[src/rtl/seq_stepper.sv]
// Pushbutton sequence selector and step sequencer; button/tick effects land on the 3rd clk_50 edge after the input rises.
// Optional DEBOUNCE_EN adds a DB_CYCLES stability filter on both buttons (latency 3+DB_CYCLES); no backpressure.
module seq_stepper #(
  parameter int NUM_SEQ       = 8,
  parameter int SEQ_W         = 3,
  parameter int STEPS_PER_SEQ = 16,
  parameter int STEP_W        = 4,
  parameter int LED_W         = 8,
  parameter int WRAP_SEQ      = 1
`ifdef DEBOUNCE_EN
  , parameter int DB_CYCLES   = 500000
`endif
) (
  input  logic                    clk_50,
  input  logic                    reset,
  input  logic                    pb_seq_up,
  input  logic                    pb_seq_dn,
  input  logic                    slow_clk,
  input  logic                    run_en,
  output logic [SEQ_W+STEP_W-1:0] ROM_addr,
  output logic [SEQ_W-1:0]        seq_num,
  output logic [STEP_W-1:0]       step_num,
  output logic [LED_W-1:0]        LEDS,
  output logic                    seq_done
);

  typedef enum logic {ST_PAUSE = 1'b0, ST_PLAY = 1'b1} state_t;

  localparam logic [SEQ_W-1:0]  LP_SEQ_MAX  = SEQ_W'(NUM_SEQ - 1);
  localparam logic [STEP_W-1:0] LP_STEP_MAX = STEP_W'(STEPS_PER_SEQ - 1);
  localparam int                LP_LIDX_W   = (LED_W > 1) ? $clog2(LED_W) : 1;

  // Bit 0 = up button, bit 1 = down button, bit 2 = step tick.
  logic [2:0] w_raw;
  logic [2:0] r_s1;
  logic [2:0] r_s2;
  logic [2:0] r_prev;
  logic [2:0] r_arm;
  logic [2:0] w_lvl;
  logic [2:0] w_ev;
  logic [1:0] r_fill;

  state_t r_state;
  state_t w_state_nxt;
  logic   w_play;
  logic   w_show_step;

  logic [SEQ_W-1:0]     r_seq;
  logic [STEP_W-1:0]    r_step;
  logic [LED_W-1:0]     r_leds;
  logic                 r_done;
  logic [SEQ_W-1:0]     w_seq_nxt;
  logic                 w_seq_chg;
  logic [STEP_W-1:0]    w_step_nxt;
  logic                 w_done_nxt;
  logic [LP_LIDX_W-1:0] w_led_idx;
  logic [LED_W-1:0]     w_led_nxt;

  assign w_raw = {slow_clk, pb_seq_dn, pb_seq_up};

  // An input only becomes armed once it has been seen low through a fully
  // refilled synchroniser, so a level held across reset never fires.
  always_ff @(posedge clk_50) begin
    if (reset) begin
      r_s1   <= '0;
      r_s2   <= '0;
      r_prev <= '0;
      r_arm  <= '0;
      r_fill <= '0;
    end else begin
      r_s1   <= w_raw;
      r_s2   <= r_s1;
      r_prev <= w_lvl;
      r_fill <= {r_fill[0], 1'b1};
      if (r_fill[1]) begin
        r_arm <= r_arm | ~r_s2;
      end
    end
  end

`ifdef DEBOUNCE_EN
  localparam int                 LP_DB_W    = $clog2(DB_CYCLES + 1);
  localparam logic [LP_DB_W-1:0] LP_DB_LAST = LP_DB_W'(DB_CYCLES - 1);

  logic [1:0]         r_db;
  logic [LP_DB_W-1:0] r_db_cnt [2];

  always_ff @(posedge clk_50) begin
    if (reset) begin
      r_db <= '0;
      for (int i = 0; i < 2; i++) begin
        r_db_cnt[i] <= '0;
      end
    end else begin
      for (int i = 0; i < 2; i++) begin
        if (r_s2[i] == r_db[i]) begin
          r_db_cnt[i] <= '0;
        end else if (r_db_cnt[i] == LP_DB_LAST) begin
          r_db[i]     <= r_s2[i];
          r_db_cnt[i] <= '0;
        end else begin
          r_db_cnt[i] <= r_db_cnt[i] + 1'b1;
        end
      end
    end
  end

  assign w_lvl = {r_s2[2], r_db};
`else
  assign w_lvl = r_s2;
`endif

  assign w_ev = w_lvl & ~r_prev & r_arm;

  always_ff @(posedge clk_50) begin
    if (reset) begin
      r_state <= ST_PAUSE;
    end else begin
      r_state <= w_state_nxt;
    end
  end

  always_comb begin
    w_state_nxt = r_state;
    if (run_en) begin
      w_state_nxt = ST_PLAY;
    end else begin
      w_state_nxt = ST_PAUSE;
    end
  end

  always_comb begin
    w_play      = (r_state == ST_PLAY);
    w_show_step = (w_state_nxt == ST_PLAY);
  end

  always_comb begin
    w_seq_nxt = r_seq;
    if (w_ev[0] && !w_ev[1]) begin
      if (r_seq == LP_SEQ_MAX) begin
        w_seq_nxt = (WRAP_SEQ != 0) ? '0 : r_seq;
      end else begin
        w_seq_nxt = r_seq + 1'b1;
      end
    end else if (w_ev[1] && !w_ev[0]) begin
      if (r_seq == '0) begin
        w_seq_nxt = (WRAP_SEQ != 0) ? LP_SEQ_MAX : r_seq;
      end else begin
        w_seq_nxt = r_seq - 1'b1;
      end
    end
    w_seq_chg = (w_seq_nxt != r_seq);

    // A real sequence change overrides a coincident tick.
    w_step_nxt = r_step;
    w_done_nxt = 1'b0;
    if (w_seq_chg) begin
      w_step_nxt = '0;
    end else if (w_play && w_ev[2]) begin
      if (r_step == LP_STEP_MAX) begin
        w_step_nxt = '0;
        w_done_nxt = 1'b1;
      end else begin
        w_step_nxt = r_step + 1'b1;
      end
    end

    w_led_idx = LP_LIDX_W'(32'(w_step_nxt) % LED_W);
    w_led_nxt = '0;
    if (w_show_step) begin
      w_led_nxt[w_led_idx] = 1'b1;
    end else begin
      w_led_nxt = LED_W'(w_seq_nxt);
    end
  end

  always_ff @(posedge clk_50) begin
    if (reset) begin
      r_seq  <= '0;
      r_step <= '0;
      r_leds <= '0;
      r_done <= 1'b0;
    end else begin
      r_seq  <= w_seq_nxt;
      r_step <= w_step_nxt;
      r_leds <= w_led_nxt;
      r_done <= w_done_nxt;
    end
  end

  assign ROM_addr = {r_seq, r_step};
  assign seq_num  = r_seq;
  assign step_num = r_step;
  assign LEDS     = r_leds;
  assign seq_done = r_done;

endmodule
[config.mk]
export PLATFORM = sky130hd
export DESIGN_NAME = seq_stepper
export DESIGN_NICKNAME = d
export VERILOG_FILES = /design/src/rtl/seq_stepper.sv
export SDC_FILE = /design/constraint.sdc
export NUM_CORES = 1
export LEC_CHECK = 0
export CAP_MARGIN = 20
export CORE_AREA = 5 5 62 64
export DETAILED_ROUTE_END_ITERATION = 16
export DIE_AREA = 0 0 67 69
export PLACE_DENSITY = 0.81
export SLEW_MARGIN = 20
export SYNTH_ARGS = -nofsm -noshare
export SYNTH_HDL_FRONTEND = slang
export SYNTH_SLANG_ARGS = --single-unit
[constraint.sdc]
create_clock -name clk_50 -period 2.1 [get_ports clk_50]
set_clock_uncertainty 0.15 [all_clocks]
set_input_delay 0.315 -clock clk_50 [delete_from_list [all_inputs] [get_ports clk_50]]
set_output_delay 0.315 -clock clk_50 [all_outputs]
set_load 0.01 [all_outputs]
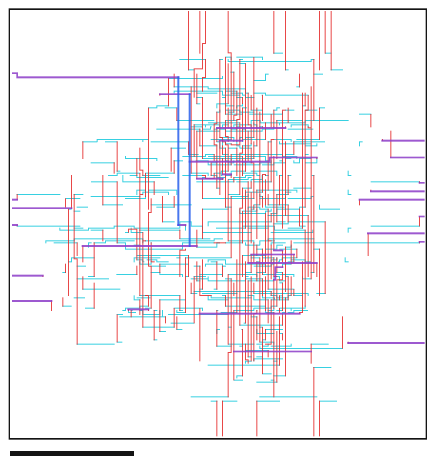
Figure 1: run 1, metal layers overlaid.
Bar = 20 um.
| colour | layer | wire length |
|---|---|---|
| purple | met3 | 224 um |
| red | met2 | 1390 um |
| cyan | met1 | 1240 um |
| blue | met4 | 48.3 um |

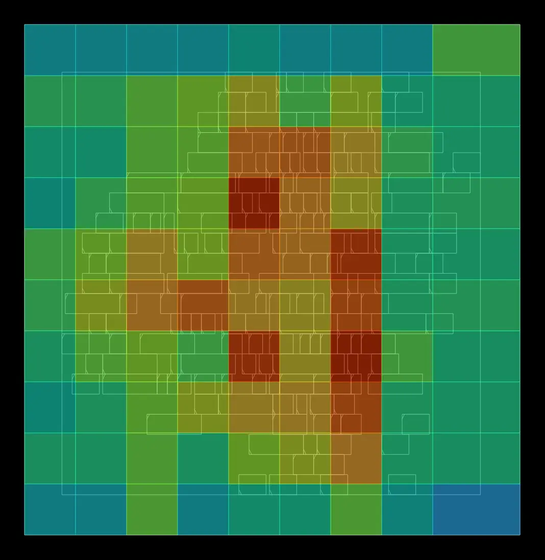
Figure 2: run 1, track usage over the die.
Core Util, Final: 54.8%
Most Crowded Layer GR: met2
met3 usage: 5.19%
GRT Total Usage: 13.2%
met2 Use GR: 19.1%

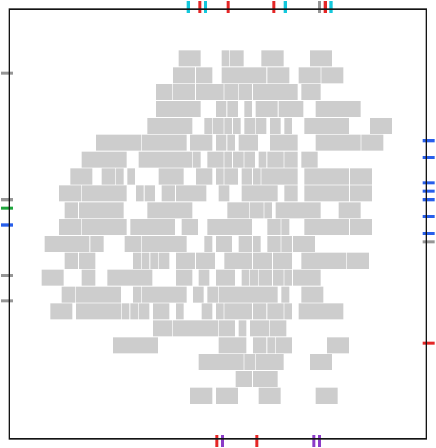
Figure 3: run 1, pin map.
Pins as bars across the die edge, other pins in grey.
| colour | port | pins | direction | edge |
|---|---|---|---|---|
| cyan | `step_num` | 4 | output | top |
| green | `reset` | 1 | input | left |
| purple | `seq_num` | 3 | output | bottom |
| red | `ROM_addr` | 7 | output | 4 top, 2 bottom, 1 right |
| blue | `LEDS` | 8 | output | 7 right, 1 left |

==> reports/results.tsv, run 1 <==
metric	value	unit
slowest CP cell	dfxtp_1	
largest net degree at the start of global routing	15	
top cells by area, synth	dfxtp_1, ha_1, nor2_1	
Startpoint Class	flop	
Max VDD drop	0.423	mV
normalized max-slew margin	72.5	%
tool warnings	29	
Logic family by area	simple AND/OR/NAND/NOR gates	
# clock sinks	31	
HPWL Detailed	2.04	mm
worst path arrival time	2.13	ns
crit path kind	flop to flop	
Max-cap violations	0	
logic gate share of total power	7.9	%
uppermost layer routed	met4	
Post-synth top flop	dfxtp_1	
status	completed	
fraction of layout cells with a size suffix above 1	14.0	%
worst-path cell chain	ha_1 -> ha_1 -> xor2_1 -> o311ai_4 -> nand2_1 -> nor4_1	
CTS tree	built	
Clock Power Share	33.3	%
syn nets	162	
Setup Total Neg Slack	0	ns
H-tree depth	2	
die width	67	um
hold_buf cts	0	
Worst-Skew Late Latency	0.33	ns
nets	189	
I/O pins	29	
GRT met1 Usage	16.8	%
crit share post-route	97.4	%
final setup violation count	0	
P per Cell Area	591	nW/um^2
initial antenna violation count	0	
Register Area	621	um^2
Synth Area in Simple Gates	26.2	%
area fraction in mux cells	1.55	%
reg-to-reg setup timing slack	0.05	ns
Worst Hold Class	flop to flop	
Slew Limit Fails	0	
Adder Area Share	4.56	%
vias	1153	
Hold Path End	r_s2[1]	
CP max stage delay	0.34	ns
Hold Vio Cnt, Final	0	
Yosys Instances	151	
total length of routed met3 wires	223	um
fill count	279	
count of library flops with an enable pin	0	
delay-heaviest family, CP	adder cells	
Worst-Margin Slew	0.408	ns
Psw	0.246	mW
Layout Cells excl Fill	224	
Metal-1 WL	1.24	mm
met2 WL post-DR	1.39	mm
r2r worst-path depth	6	
commonest cells in the netlist	dfxtp_1, nor2_1, nand2_1, nor2b_1	
asr flop ratio synth	0	%
Synthesis Warnings	0	
final setup margin	0.0541	ns
Design Power	1.05	mW
CTS Buffer Depth	2	
Routed WL per cell	13.0	um
internal power	0.800	mW
Synth cell types	39	
root buffer cell	clkbuf_4	
fmax	489	MHz
final antenna-violating net count	0	
top-count cell post-synth	dfxtp_1	
total gr overflow	0	
worst hold start	r_s1[1]	
drc violations	0	
Yosys top cell by area	dfxtp_1	
Tmin final	2.05	ns
## run 1: state kept, by name (all words and copies together) (netlist names)
register,cells
r_fill,2
r_s2,3
seq_num,3
r_prev,3
step_num,4
seq_done,1
r_state,1
LEDS,8
r_s1,3
r_arm,3
## run 1: how the worst max path moves through the flow
stage | from | to | slack, ns | depth (start not counted)
2_1_floorplan | seq_num[0] | LEDS[1] | 0.05 | 6
3_3_place_gp | seq_num[0] | LEDS[1] | 0.15 | 6
3_5_place_dp | seq_num[0] | LEDS[1] | 0.08 | 6
4_1_cts | seq_num[0] | LEDS[1] | 0.03 | 6
5_1_grt | seq_num[1] | LEDS[7] | -0.05 | 6
6_report | seq_num[0] | LEDS[4] | 0.05 | 6
## run 1: placed cells by master (no fill, tap or decap), types with 3 or more instances in the layout
master,synthesis,layout
nor3_1,5,5
a31oi_1,3,3
buf_4,7,4
clkbuf_4,0,5
nand2_1,11,11
ha_1,5,5
dfxtp_1,31,31
a21oi_1,8,8
nor2_1,15,15
nor2b_1,9,9
nor4_1,5,3
o21ai_0,6,6
clkdlybuf4s50_1,0,28
inv_1,8,8
## run 1: power groups by stage
stage | clock [mW] | combinational, mW | sequential [mW]
finish | 0.348 | 0.0830 | 0.616
global route | 0.392 | 0.0925 | 0.619
CTS | 0.360 | 0.0777 | 0.616
detailed placement | 0 | 0.0773 | 0.629
global placement | 0 | 0.0754 | 0.629
floorplan | 0 | 0.0452 | 0.630
## run 1: final cells by class
cell class | instances | area share [%]
inverter | 8 | 1.70
clock buffer | 6 | 2.90
clock inverter | 1 | 0.283
tap | 46 | 3.25
sequential | 31 | 35.1
timing repair buffer | 32 | 17.5
multi-input combinational | 100 | 39.3
## run 1: repair_timing
item / in CTS / in global routing
gates resized: 0 / 7
buffers inserted: 0 / 0
setup endpoints to repair: 0 / 11
## Run 2: what changed since run 1
--- a/config.mk
+++ b/config.mk
@@ -6,10 +6,10 @@
 export NUM_CORES = 1
 export LEC_CHECK = 0
 export CAP_MARGIN = 20
-export CORE_AREA = 5 5 62 64
+export CORE_AREA = 5 5 59 61
 export DETAILED_ROUTE_END_ITERATION = 16
-export DIE_AREA = 0 0 67 69
-export PLACE_DENSITY = 0.81
+export DIE_AREA = 0 0 64 66
+export PLACE_DENSITY = 0.85
 export SLEW_MARGIN = 20
 export SYNTH_ARGS = -nofsm -noshare
 export SYNTH_HDL_FRONTEND = slang
==> constraint.sdc (replaced) <==
create_clock -name clk_50 -period 2.18 [get_ports clk_50]
set_clock_uncertainty 0.15 [all_clocks]
set_input_delay 0.327 -clock clk_50 [delete_from_list [all_inputs] [get_ports clk_50]]
set_output_delay 0.327 -clock clk_50 [all_outputs]
set_load 0.01 [all_outputs]
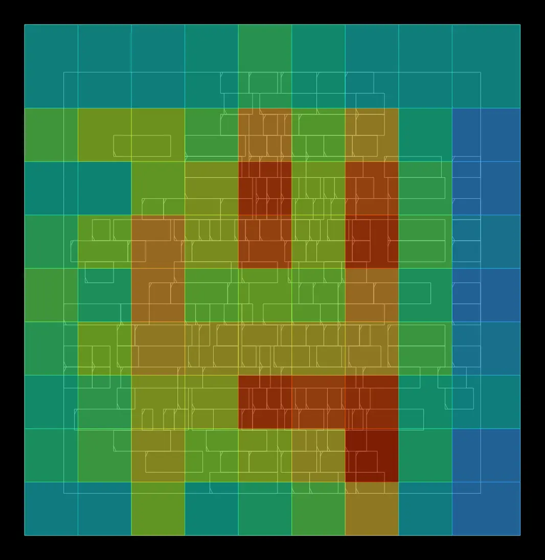
Figure 4: run 2, track usage over the die.
met3 usage: 5.78%
met2 Use GR: 23.7%
GRT Total Usage: 14.3%

==> run 2 against run 1 <==
Cell area shrank 2.5%. Total power decreased by 8.6%. Sequential power down 3.6%. Wire length down 0.31%. Sequential cell count stayed put. Register-to-register slack improved by 0.03 ns. Via count up 2.5%. Utilization up 4.2 points. Largest cell class unchanged.
==> reports/results.tsv, run 2 <==
metric	value	unit
status	completed	
Startpoint Class	flop	
crit share post-route	96.3	%
P per Cell Area	554	nW/um^2
die width	64	um
final antenna-violating net count	0	
Max VDD drop	0.441	mV
hold_buf cts	0	
vias per inst	5.68	
Design Power	0.957	mW
final WL	2.90	mm
normalized max-slew margin	75.1	%
# clock sinks	31	
Setup Total Neg Slack	0	ns
logic gate share of total power	8.2	%
Hold Vio Cnt, Final	0	
P_seq	0.594	mW
CTS tree	built	
largest net degree at the start of global routing	17	
syn nets	162	
commonest cells in the netlist	dfxtp_1, nor2_1, nand2_1, nor2b_1	
drc violations	0	
top-count cell post-synth	dfxtp_1	
final setup violation count	0	
internal power	0.735	mW
fraction of layout cells with a size suffix above 1	13.7	%
total gr overflow	0	
Tmin final	2.10	ns
Power Clock	0.284	mW
most frequent cells in the layout	dfxtp_1, clkdlybuf4s50_1, nor2_1, nand2_1, nor2b_1	
Yosys top cell by area	dfxtp_1	
Sw Ratio	23.2	%
core area	2930	um^2
CTS Buffer Depth	2	
Layout Cells excl Fill	208	
crit path capture type	flop	
Routed WL per cell	13.9	um
max reg flops	8	
Core Util, Final	58.9	%
Worst Hold Class	flop to flop	
I/O pins	29	
final setup margin	0.0806	ns
top cells by area, synth	dfxtp_1, ha_1, nor2_1	
DR pass1 iterations	4	
Worst-Skew Late Latency	0.32	ns
FP Rows	20	
Max-cap violations	0	
Worst-Margin Slew	0.372	ns
Clock Power Share	29.7	%
Yosys Instances	151	
tool warnings	29	
Slew Limit Fails	0	
Top pwr grp	registers	
Synth cell types	39	
root buffer cell	clkbuf_4	
die height	66	um
asr flop ratio synth	0	%
Post-synth top flop	dfxtp_1	
initial antenna violation count	0	
nets	187	
Psw	0.222	mW
Hold WS	0.291	ns
Power Combinational	0.0784	mW
vias	1182	
crit path kind	flop to flop	
Post-CTS Setup Bufs	0	
Synthesis Warnings	0	
count of library flops with an enable pin	0	
H-tree depth	2	
HPWL Detailed	2.14	mm
fmax	476	MHz
post-CTS sizing	3	
worst path arrival time	2.16	ns
fill count	238	
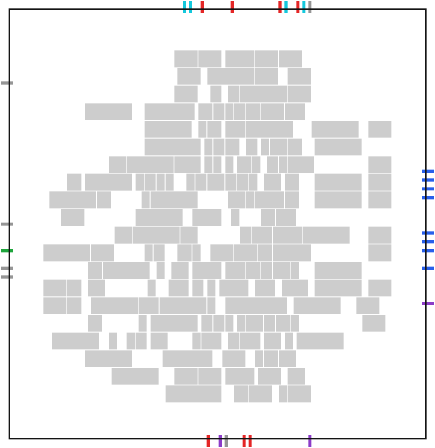
Figure 5: run 2, pin map.
Pins as bars across the die edge, other pins in grey.
| colour | port | pins | direction | edge |
|---|---|---|---|---|
| purple | `seq_num` | 3 | output | 2 bottom, 1 right |
| cyan | `step_num` | 4 | output | top |
| red | `ROM_addr` | 7 | output | 4 top, 3 bottom |
| blue | `LEDS` | 8 | output | right |
| green | `reset` | 1 | input | left |

[run 2: cell count changes in the layout (fill, tap and decap cells not counted)]
cell	change
buf_4	-2
clkbuf_1	+1
clkbuf_8	-1
clkinv_2	-1
dfxtp_1	-3
dfxtp_2	+2
dfxtp_4	+1
nand2_1	-1
nand2_2	+1
o32ai_1	+1
o32ai_2	-1
[run 2: path summary, 6_finish.rpt]
check | startpoint | end | slack, ns | cells past startpoint
max | seq_num[0] | LEDS[4] | 0.08 | 6
min | r_s1[0] | r_s2[0] | 0.29 | 1
max reg2reg | seq_num[0] | LEDS[4] | 0.08 | 6
min reg2reg | r_s1[0] | r_s2[0] | 0.29 | 1
[run 2: cell type report]
type / instances / area (um^2) / area share, %
Multi-Input combinational cell: 100 / 691 / 40.0
Tap cell: 33 / 41.3 / 2.39
Timing Repair Buffer: 30 / 295 / 17.1
Sequential cell: 31 / 627 / 36.3
Clock buffer: 6 / 41.3 / 2.39
Inverter: 8 / 30.0 / 1.74
[run 2: routing by layer]
layer	part of all wire, %	global-route usage [%]	up-vias
met2	51	23.7	42
met4	1.3	5.71	0
met1	42	16.3	562
met5	0	0	-
met3	6.1	5.78	4
li1	-	-	574
[run 2: kinds of logic (layout without fill, tap and decap cells)]
| group | Yosys count | after routing | share of synthesized area (%) |
|---|---|---|---|
| fa+ha+maj | 5 | 5 | 4.56 |
| flops | 31 | 31 | 45.2 |
| simple gates | 63 | 63 | 26.2 |
| buf+inv | 20 | 44 | 7.57 |
| compound gates | 28 | 28 | 13.7 |
| xor+xnor | 2 | 2 | 1.28 |
| mux | 2 | 2 | 1.55 |
[run 2: worst max-delay path: stages (launching register included)]
cell      delay [ns]
dfxtp_4         0.37
ha_1            0.22
ha_1            0.32
xor2_1          0.18
o311ai_4        0.34
nand2_2         0.14
nor4_1          0.27
Power figures rest on the tool's default switching activity, not on a simulated workload.
